==> run_1/placement_by_type.png <==
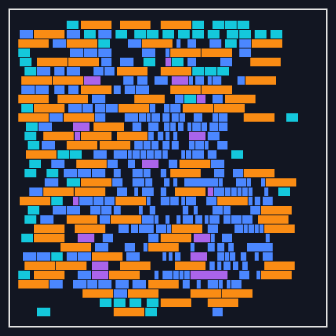
==> run_1/clocks.png <==
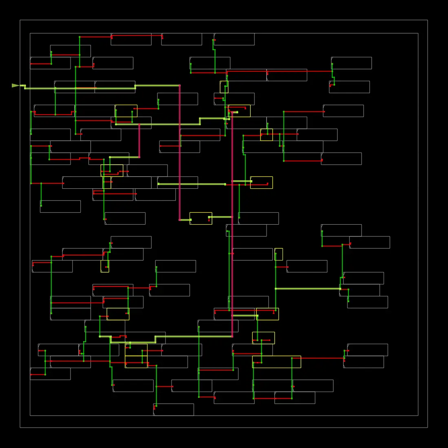
==> run_1/clk_routes.png <==
The bar under the picture is 20 um long.
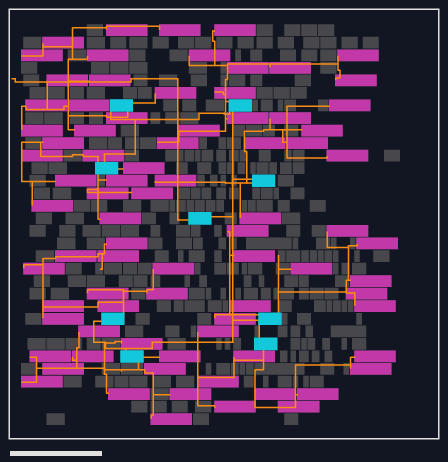
**config.mk**
```make
export PLATFORM = sky130hd
export DESIGN_NAME = alu_frame_sequencer_flat
export DESIGN_NICKNAME = d
export VERILOG_FILES = /design/src/rtl/alu_frame_sequencer_if.sv /design/src/rtl/alu_frame_sequencer.sv /design/src/flat_wrapper.sv
export SDC_FILE = /design/constraint.sdc
export NUM_CORES = 1
export LEC_CHECK = 0
export CAP_MARGIN = 20
export CORE_MARGIN = 2
export CORE_UTILIZATION = 50
export DETAILED_ROUTE_END_ITERATION = 10
export PLACE_DENSITY = 0.8
export SKIP_CTS_REPAIR_TIMING = 1
export SLEW_MARGIN = 20
export SYNTH_ARGS = -nofsm -noshare
export SYNTH_HDL_FRONTEND = slang
export SYNTH_SLANG_ARGS = --single-unit
```
**constraint.sdc**
```tcl
create_clock -name clk -period 4.7 [get_ports clk]
set_input_delay 1.175 -clock clk [delete_from_list [all_inputs] [get_ports clk]]
set_output_delay 1.175 -clock clk [all_outputs]
set_load 0.02 [all_outputs]
```
**src/rtl/alu_frame_sequencer_if.sv**
```systemverilog
// Byte-stream and ALU-operand bundle for alu_frame_sequencer.
// master = sequencer, slave = UART pair plus ALU.
interface alu_frame_sequencer_if #(
  parameter int LEN_DATA = 8,
  parameter int LEN_OP   = 6
);
  logic                rx_done_tick;
  logic [LEN_DATA-1:0] rx_data;
  logic [LEN_DATA-1:0] alu_result;
  logic                tx_done_tick;
  logic                tx_start;
  logic [LEN_DATA-1:0] tx_data;
  logic [LEN_DATA-1:0] A;
  logic [LEN_DATA-1:0] B;
  logic [LEN_OP-1:0]   OPCODE;
  logic                busy;
  logic                timeout_err;

  modport master (
    input  rx_done_tick, rx_data, alu_result, tx_done_tick,
    output tx_start, tx_data, A, B, OPCODE, busy, timeout_err
  );

  modport slave (
    output rx_done_tick, rx_data, alu_result, tx_done_tick,
    input  tx_start, tx_data, A, B, OPCODE, busy, timeout_err
  );
endinterface

```
**src/rtl/alu_frame_sequencer.sv**
```systemverilog
// Framed command sequencer: SYNC,OP,A,B,CHK in; result+status out.
// Transmit paced by tx_done_tick; stalled frames dropped by timeout.
module alu_frame_sequencer #(
  parameter int          LEN_DATA       = 8,
  parameter int          LEN_OP         = 6,
  parameter logic [7:0]  SYNC_BYTE      = 8'hA5,
  parameter logic [7:0]  STAT_OK        = 8'h00,
  parameter logic [7:0]  STAT_CHK_ERR   = 8'hE1,
  parameter int          TIMEOUT_CYCLES = 1000000
) (
  input logic                  clk,
  input logic                  reset,
  alu_frame_sequencer_if.master bus
);
  localparam int CW = $clog2(TIMEOUT_CYCLES + 1);
  localparam logic [CW-1:0] TO_LAST = CW'(TIMEOUT_CYCLES - 1);

  typedef enum logic [3:0] {
    IDLE,
    GET_OP,
    GET_A,
    GET_B,
    GET_CHK,
    EXEC,
    SEND_RES,
    WAIT_RES,
    SEND_STAT,
    WAIT_STAT
  } state_t;

  state_t              state;
  logic [LEN_DATA-1:0] op_s;
  logic [LEN_DATA-1:0] a_s;
  logic [LEN_DATA-1:0] b_s;
  logic [CW-1:0]       cnt;
  logic                tx_start_q;
  logic [LEN_DATA-1:0] tx_data_q;
  logic [LEN_DATA-1:0] a_q;
  logic [LEN_DATA-1:0] b_q;
  logic [LEN_OP-1:0]   op_q;
  logic                busy_q;
  logic                timeout_q;

  logic in_get;
  logic expire;
  logic rx;
  logic chk_ok;

  assign in_get = (state == GET_OP) || (state == GET_A) ||
                  (state == GET_B)  || (state == GET_CHK);
  assign expire = (cnt == TO_LAST);
  assign rx     = bus.rx_done_tick;
  assign chk_ok = (bus.rx_data == (op_s ^ a_s ^ b_s));

  // Frame FSM with registered handshake, operand and status outputs.
  always_ff @(posedge clk or negedge reset) begin
    if (!reset) begin
      state      <= IDLE;
      op_s       <= '0;
      a_s        <= '0;
      b_s        <= '0;
      cnt        <= '0;
      tx_start_q <= 1'b0;
      tx_data_q  <= '0;
      a_q        <= '0;
      b_q        <= '0;
      op_q       <= '0;
      busy_q     <= 1'b0;
      timeout_q  <= 1'b0;
    end else begin
      tx_start_q <= 1'b0;
      timeout_q  <= 1'b0;
      if (in_get) begin
        cnt <= rx ? '0 : cnt + 1'b1;
      end
      if (in_get && !rx && expire) begin
        state     <= IDLE;
        busy_q    <= 1'b0;
        timeout_q <= 1'b1;
        cnt       <= '0;
      end else begin
        unique case (state)
          IDLE: begin
            if (rx && bus.rx_data == LEN_DATA'(SYNC_BYTE)) begin
              state  <= GET_OP;
              busy_q <= 1'b1;
              cnt    <= '0;
            end
          end
          GET_OP: begin
            if (rx) begin
              op_s  <= bus.rx_data;
              state <= GET_A;
            end
          end
          GET_A: begin
            if (rx) begin
              a_s   <= bus.rx_data;
              state <= GET_B;
            end
          end
          GET_B: begin
            if (rx) begin
              b_s   <= bus.rx_data;
              state <= GET_CHK;
            end
          end
          GET_CHK: begin
            if (rx) begin
              if (chk_ok) begin
                state <= EXEC;
              end else begin
                tx_data_q  <= LEN_DATA'(STAT_CHK_ERR);
                tx_start_q <= 1'b1;
                state      <= WAIT_STAT;
              end
            end
          end
          EXEC: begin
            a_q   <= a_s;
            b_q   <= b_s;
            op_q  <= op_s[LEN_OP-1:0];
            state <= SEND_RES;
          end
          SEND_RES: begin
            tx_data_q  <= bus.alu_result;
            tx_start_q <= 1'b1;
            state      <= WAIT_RES;
          end
          WAIT_RES: begin
            if (bus.tx_done_tick) begin
              tx_data_q  <= LEN_DATA'(STAT_OK);
              tx_start_q <= 1'b1;
              state      <= WAIT_STAT;
            end
          end
          SEND_STAT: begin
            tx_data_q  <= LEN_DATA'(STAT_OK);
            tx_start_q <= 1'b1;
            state      <= WAIT_STAT;
          end
          WAIT_STAT: begin
            if (bus.tx_done_tick) begin
              state  <= IDLE;
              busy_q <= 1'b0;
            end
          end
          default: begin
            state  <= IDLE;
            busy_q <= 1'b0;
          end
        endcase
      end
    end
  end

  assign bus.tx_start    = tx_start_q;
  assign bus.tx_data     = tx_data_q;
  assign bus.A           = a_q;
  assign bus.B           = b_q;
  assign bus.OPCODE      = op_q;
  assign bus.busy        = busy_q;
  assign bus.timeout_err = timeout_q;
endmodule

```
**src/flat_wrapper.sv**
```systemverilog
// flat-port wrapper written by rule: the top's interface ports become plain ports
module alu_frame_sequencer_flat 
#(
  parameter int          LEN_DATA       = 8,
  parameter int          LEN_OP         = 6,
  parameter logic [7:0]  SYNC_BYTE      = 8'hA5,
  parameter logic [7:0]  STAT_OK        = 8'h00,
  parameter logic [7:0]  STAT_CHK_ERR   = 8'hE1,
  parameter int          TIMEOUT_CYCLES = 1000000
)
  (clk, reset, bus_rx_done_tick, bus_rx_data, bus_alu_result, bus_tx_done_tick, bus_tx_start, bus_tx_data, bus_A, bus_B, bus_OPCODE, bus_busy, bus_timeout_err);
  alu_frame_sequencer_if #(.LEN_DATA(LEN_DATA), .LEN_OP(LEN_OP)) bus_i ();
  input logic clk;
  input logic reset;
  input wire logic [$bits(bus_i.rx_done_tick)-1:0] bus_rx_done_tick;
  input wire logic [$bits(bus_i.rx_data)-1:0] bus_rx_data;
  input wire logic [$bits(bus_i.alu_result)-1:0] bus_alu_result;
  input wire logic [$bits(bus_i.tx_done_tick)-1:0] bus_tx_done_tick;
  output wire logic [$bits(bus_i.tx_start)-1:0] bus_tx_start;
  output wire logic [$bits(bus_i.tx_data)-1:0] bus_tx_data;
  output wire logic [$bits(bus_i.A)-1:0] bus_A;
  output wire logic [$bits(bus_i.B)-1:0] bus_B;
  output wire logic [$bits(bus_i.OPCODE)-1:0] bus_OPCODE;
  output wire logic [$bits(bus_i.busy)-1:0] bus_busy;
  output wire logic [$bits(bus_i.timeout_err)-1:0] bus_timeout_err;
  assign bus_i.rx_done_tick = bus_rx_done_tick;
  assign bus_i.rx_data = bus_rx_data;
  assign bus_i.alu_result = bus_alu_result;
  assign bus_i.tx_done_tick = bus_tx_done_tick;
  assign bus_tx_start = bus_i.tx_start;
  assign bus_tx_data = bus_i.tx_data;
  assign bus_A = bus_i.A;
  assign bus_B = bus_i.B;
  assign bus_OPCODE = bus_i.OPCODE;
  assign bus_busy = bus_i.busy;
  assign bus_timeout_err = bus_i.timeout_err;
  alu_frame_sequencer #(.LEN_DATA(LEN_DATA), .LEN_OP(LEN_OP), .SYNC_BYTE(SYNC_BYTE), .STAT_OK(STAT_OK), .STAT_CHK_ERR(STAT_CHK_ERR), .TIMEOUT_CYCLES(TIMEOUT_CYCLES)) u_core (.clk(clk), .reset(reset), .bus(bus_i));
endmodule
```
==> impl_metrics.csv, run 1 <==
group,metric,value,unit
die,boundaryPins,53,
grt,grt.met2_usage,0.3007,
cts,h-tree-depth,3,
worst_hold_path,hp-start,"u_core.bus.A[0]",
logic_synthesis,yosysChipArea,0.003940,mm^2
logic_synthesis,synth_nets,359,
sta,worst_pin_slew,753.7,ps
logic_synthesis,async_flop_share,1.000,
sta,fin_hold_ws,511.9,ps
logic_synthesis,ys_cells,338,
logic_synthesis,synth_xor_xnor_area_share,0.09114,
flow_run,warning_count,26,
grt,grt_overflow,0,
run_status,status,"finished clean",
worst_hold_path,holdPathEnd,"u_core.bus.A[0]",
sta,finalSetupViolations,0,
route,viasPerCell,5.571,
logic_synthesis,synth_top_area_share,0.5144,
logic_synthesis,ys_sh_adder,0.003176,
place,routabilityCongestion,0.8130,
route,wl,7.608,mm
cts,clkLatencyLatePin,350,ps
worst_setup_path,r2r_end,"u_core.cnt[15]",
sta,relSlewSlack,0.4975,
logic_synthesis,common_cells,"dfrtp_1 (81), mux2_2 (46), nor2_1 (31), xnor2_1 (31), nor3_1 (15)",
sta,fin_skew,7.462,ps
logic_synthesis,top_logic_kind,"simple AND/OR/NAND/NOR gates",
cts,cts_buffer_depth,2,
place,post-place-ws,1261,ps
logic_synthesis,syn_inst,338,
worst_setup_path,worstPathCellList,"clkdlybuf4s50_1, xor2_1, xnor2_1, nor4_1, a21oi_1, a221o_1",
route,post_drt_wl_per_cell,15.53,um
worst_setup_path,max_stage_delay,590,ps
grt,grt_max_degree,82,
worst_setup_path,rr_worst_depth,5,
place,port_buffers,52,
worst_setup_path,critPathSlowestCell,"clkdlybuf4s50_1",
worst_setup_path,crit_path_end_kind,"register",
logic_synthesis,yosys_warnings,0,
logic_synthesis,yosys_most_used_dff,"dfrtp_1",
grt,grt-busiest-layer,"met2",
sta,finalCriticalPeriod,3105,ps
logic_synthesis,syn_avg_cell_area,11.66,um^2
route,drt_iter0_drc,227,
die,core_area,0.007687,mm^2
sta,hold_violations,0,
finish,fill_cells,637,
worst_hold_path,hold_path_class,"register to register",
worst_setup_path,crit_fanout,9,
About placement_by_type.png:
Orange marks sequential cells, cells 81, share of their area 44%. Blue marks combinational and other logic, cells 238, share of their area 40%. Purple marks clock drivers and dummy loads, cells 16, share of their area 4.3%. Cyan marks remaining buffers and delay cells, cells 53, share of their area 12%.

About clocks.png:
clock buf count: 10
clock sinks: 81

About clk_routes.png:
Orange marks clock wires, length 961 um. Magenta marks flip-flops, count 81. Cyan marks clock drivers, count 9.
Position of the flops: spread over the die. There are 10 routed clock nets.

run 1: critical path: cells and delay by family:
family	cells	cell delay, ps
XOR/XNOR	2	310
buffers and inverters	1	590
AND-OR/OR-AND	2	730
AND/OR/NAND/NOR	1	530
run 1: power by group:
part           switching, mW  internal [mW]
logic                  0.555          0.663
clock network          0.250          0.256
registers              0.236          0.955
run 1: cells by family after synthesis:
group / Yosys count
multiplexers: 49
buffers and inverters: 26
flip-flops: 81
AND-OR/OR-AND: 30
AND/OR/NAND/NOR: 110
XOR/XNOR: 41
adder cells (fa/ha/maj): 1
run 1: registers in the layout (all words and copies together), names as in the netlist, 4 cells and up:
register and cells:
u_core.bus.OPCODE 6, u_core.a_s 8, u_core.cnt 20, u_core.bus.A 8, u_core.b_s 8, u_core.bus.B 8
u_core.bus.tx_data 8, u_core.state 4, u_core.op_s 8
run 1: metrics by stage:
stage	total power [mW]	cell area, um^2	util	instances
2_1_floorplan	2.030	3940	-	338
3_3_place_gp	2.387	4474	0.5820	473
3_5_place_dp	2.423	4486	0.5835	474
4_1_cts	2.939	4681	0.6089	490
5_1_grt	3.106	4684	0.6094	490
6_report	2.915	4684	0.6094	490
run 1: placed cells by master (no fill, tap or decap), types with 4 or more instances in the layout:
cell type        count
a21oi_1              4
a221o_1              4
a22oi_1              5
and4_1               5
clkbuf_8            10
clkdlybuf4s50_1     51
clkinv_2             4
dfrtp_1             81
inv_1                7
mux2_2              46
nand2_1             10
nand2b_1             6
nand3_1              9
nor2_1              30
nor3_1              15
nor3b_1              4
nor4_1               8
nor4b_1              4
o21ai_0              5
or3_1                4
xnor2_1             31
xor2_1              10
run 1: layer usage:
| layer | part of all wire | vias up |
|---|---|---|
| met5 | 0 | - |
| met4 | 0.014 | 0 |
| met3 | 0.043 | 11 |
| met2 | 0.48 | 53 |
| met1 | 0.46 | 1379 |
| li1 | - | 1287 |
run 1: cell type report:
cell class	count	area, um^2	area share
multi-input combinational	231	1775	0.3790
sequential	81	2027	0.4327
clock inverter	6	57.56	0.01229
tap	102	127.6	0.02724
timing repair buffer	53	533.0	0.1138
clock buffer	10	137.6	0.02938
inverter	7	26.28	0.005609
run 1: worst max-delay path by stage:
| stage | from | end | slack (ps) | cells after the start |
|---|---|---|---|---|
| 2_1_floorplan | bus_rx_done_tick | u_core.a_s[0] | 2180 | 5 |
| 3_3_place_gp | bus_rx_data[1] | u_core.bus.tx_data[7] | 1280 | 6 |
| 3_5_place_dp | bus_rx_data[1] | u_core.bus.tx_data[6] | 1260 | 6 |
| 4_1_cts | bus_rx_data[1] | u_core.bus.tx_data[6] | 1580 | 6 |
| 5_1_grt | bus_rx_data[1] | u_core.bus.tx_data[6] | 1400 | 6 |
| 6_report | bus_rx_data[1] | u_core.bus.tx_data[7] | 1590 | 6 |
==> run_1/metal_density.png <==
The die is cut into 19 by 19 equal tiles; dark blue is low, red is high, scaled to the fullest tile. Values are wire area over tile area, all layers added.
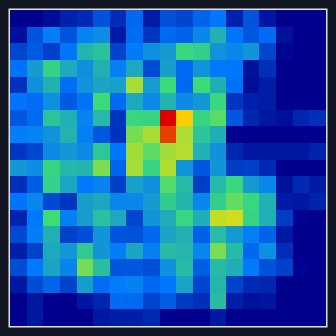

==> run 2, diff against run 1 <==
==> constraint.sdc (replaced) <==
create_clock -name clk -period 3.1 [get_ports clk]
set_input_delay 0.775 -clock clk [delete_from_list [all_inputs] [get_ports clk]]
set_output_delay 0.775 -clock clk [all_outputs]
set_load 0.02 [all_outputs]
==> run_2/metal_density.png <==
The die is cut into 19 by 19 equal tiles; dark blue is low, red is high, scaled to the fullest tile. Values are wire area over tile area, all layers added.
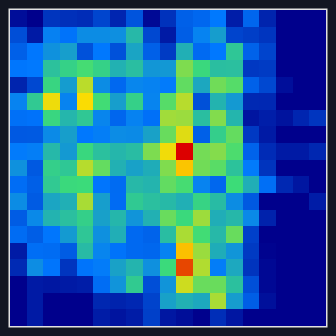
18% of the tiles are nearly empty. The mean over all tiles is 0.14. The fullest tile reaches 0.54. The emptiest ninth of the die: south-east. 13% of the tiles are over half the peak.

==> run 2 against run 1 <==
- worst hold slack worse by 98 ps
- global-route usage is 0.41 points lower
- cell count is 1.8% higher
- critical path depth increased by 1
- utilization rose by 0.86 points
- worst setup slack worse by 930 ps
- routed wire length is 0.43% higher
- total power up 54%
- non-clock buffer count is 9 higher
- largest cell class unchanged
- combinational power rose by 54%
- flip-flop count unchanged
==> impl_metrics.csv, run 2 <==
group,metric,value,unit
logic_synthesis,yosys_warnings,0,
finish,lay_top_cells,"dfrtp_1 (81), clkdlybuf4s50_1 (51), mux2_2 (46)",
logic_synthesis,top_area_cell,"dfrtp_1",
power,power,4.476,mW
cts,h-tree-depth,3,
logic_synthesis,yosys_most_used_dff,"dfrtp_1",
place,port_buffers,52,
sta,fin_skew,5.586,ps
die,rows,32,
die,boundaryPins,53,
logic_synthesis,top_cells_by_area,"dfrtp_1 (51%), mux2_2 (13%), xnor2_1 (6.9%)",
sta,finalCriticalPeriod,2431,ps
finish,mostFrequentLayoutCell,"dfrtp_1",
logic_synthesis,synth_nets,359,
run_status,status,"finished clean",
logic_synthesis,yosysChipArea,0.003940,mm^2
sta,finalSetupViolations,0,
logic_synthesis,syn_inst,338,
cts,cts_tree,"built",
route,wl,7.641,mm
logic_synthesis,syn_avg_cell_area,11.66,um^2
logic_synthesis,common_cells,"dfrtp_1 (81), mux2_2 (46), nor2_1 (31), xnor2_1 (31), nor3_1 (15)",
route,post_drt_wl_per_cell,15.31,um
grt,grt_overflow,0,
die,chipArea,0.008606,mm^2
cts,clkLatencyLatePin,360,ps
worst_setup_path,crit_path_end_kind,"register",
route,drt_iter0_drc,178,
sta,relSlewSlack,0.5342,
finish,largest_reg_flops,20,
flow_run,warning_count,26,
place,routabilityCongestion,0.7925,
finish,drive_gt1_frac,0.1990,
worst_hold_path,hold_path_class,"input pin to async pin",
logic_synthesis,async_flop_share,1.000,
worst_setup_path,crit_fanout,11,
grt,grt_max_degree,47,
sta,worst_pin_slew,698.7,ps
logic_synthesis,ys_cells,338,
sta,hold_violations,0,
cts,numClockSinks,81,
sta,fin_hold_ws,414.3,ps
die,core_area,0.007687,mm^2
finish,regMostFlops,"u_core.cnt",
cts,cts_buffer_depth,2,
==> run_2/clk_routes.png <==
The bar under the picture is 20 um long.
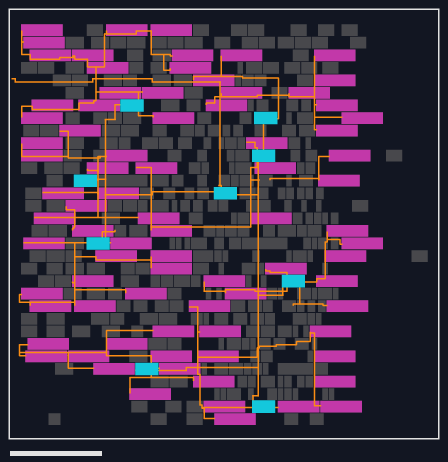
Magenta marks flip-flops, count 81. Orange marks clock wires, length 949 um. Cyan marks clock drivers, count 9.
There are 10 routed clock nets.

## run 2: final cells by class
class | instances | area, um^2
Inverter | 7 | 26.28
Tap cell | 102 | 127.6
Timing Repair Buffer | 62 | 593.1
Clock buffer | 9 | 123.9
Multi-Input combinational cell | 231 | 1775
Fill cell | 612 | 2937
Sequential cell | 81 | 2027
Clock inverter | 7 | 77.57
## run 2: through the flow
step | std cells | area, um^2 | utilization | setup slack (ps)
floorplan | 338 | 3940 | - | 983.0
global placement | 483 | 4549 | 0.5918 | 319.4
detailed placement | 483 | 4549 | 0.5918 | 281.3
CTS | 499 | 4751 | 0.6180 | 691.2
global route | 499 | 4751 | 0.6180 | 429.7
finish | 499 | 4751 | 0.6180 | 669.2
## run 2: worst paths after layout
check                            startpoint                    to  cells after the start
max reg2reg                 u_core.state[2]        u_core.cnt[13]                      5
max                        bus_rx_done_tick       u_core.state[0]                      7
min reg2reg                 u_core.bus.B[4]       u_core.bus.B[4]                      1
min in group clk            u_core.bus.B[4]       u_core.bus.B[4]                      1
min                                   reset  u_core.bus.OPCODE[1]                      1
max in group asynchronous             reset       u_core.bus.busy                      2
## run 2: critical path: stages
cell             delay, ps
clkdlybuf4s50_1        720
buf_4                  210
nor4b_1                 50
or4_1                  430
nor3_1                 290
nor3_1                  90
nor3_1                 140
## run 2: cells by family after synthesis
kind of cell / share of synthesized area
multiplexers: 0.1391
XOR/XNOR: 0.09114
flip-flops: 0.5144
AND-OR/OR-AND: 0.06002
buffers and inverters: 0.03557
adder cells (fa/ha/maj): 0.003175
AND/OR/NAND/NOR: 0.1566
## run 2: where the power goes
part | internal (mW) | switching (mW)
Clock | 0.377 | 0.410
Sequential | 1.45 | 0.366
Combinational | 1.03 | 0.849
Total | 2.85 | 1.63
## run 2: layer usage
metal / global-route usage / share of wire / vias to the layer above
met1: 0.2646 / 0.48 / 1326
met2: 0.2947 / 0.48 / 41
met5: 0 / 0 / -
met3: 0.03417 / 0.031 / 13
met4: 0.07598 / 0.015 / 0
li1: - / - / 1302
Power and IR drop assume default switching activity.
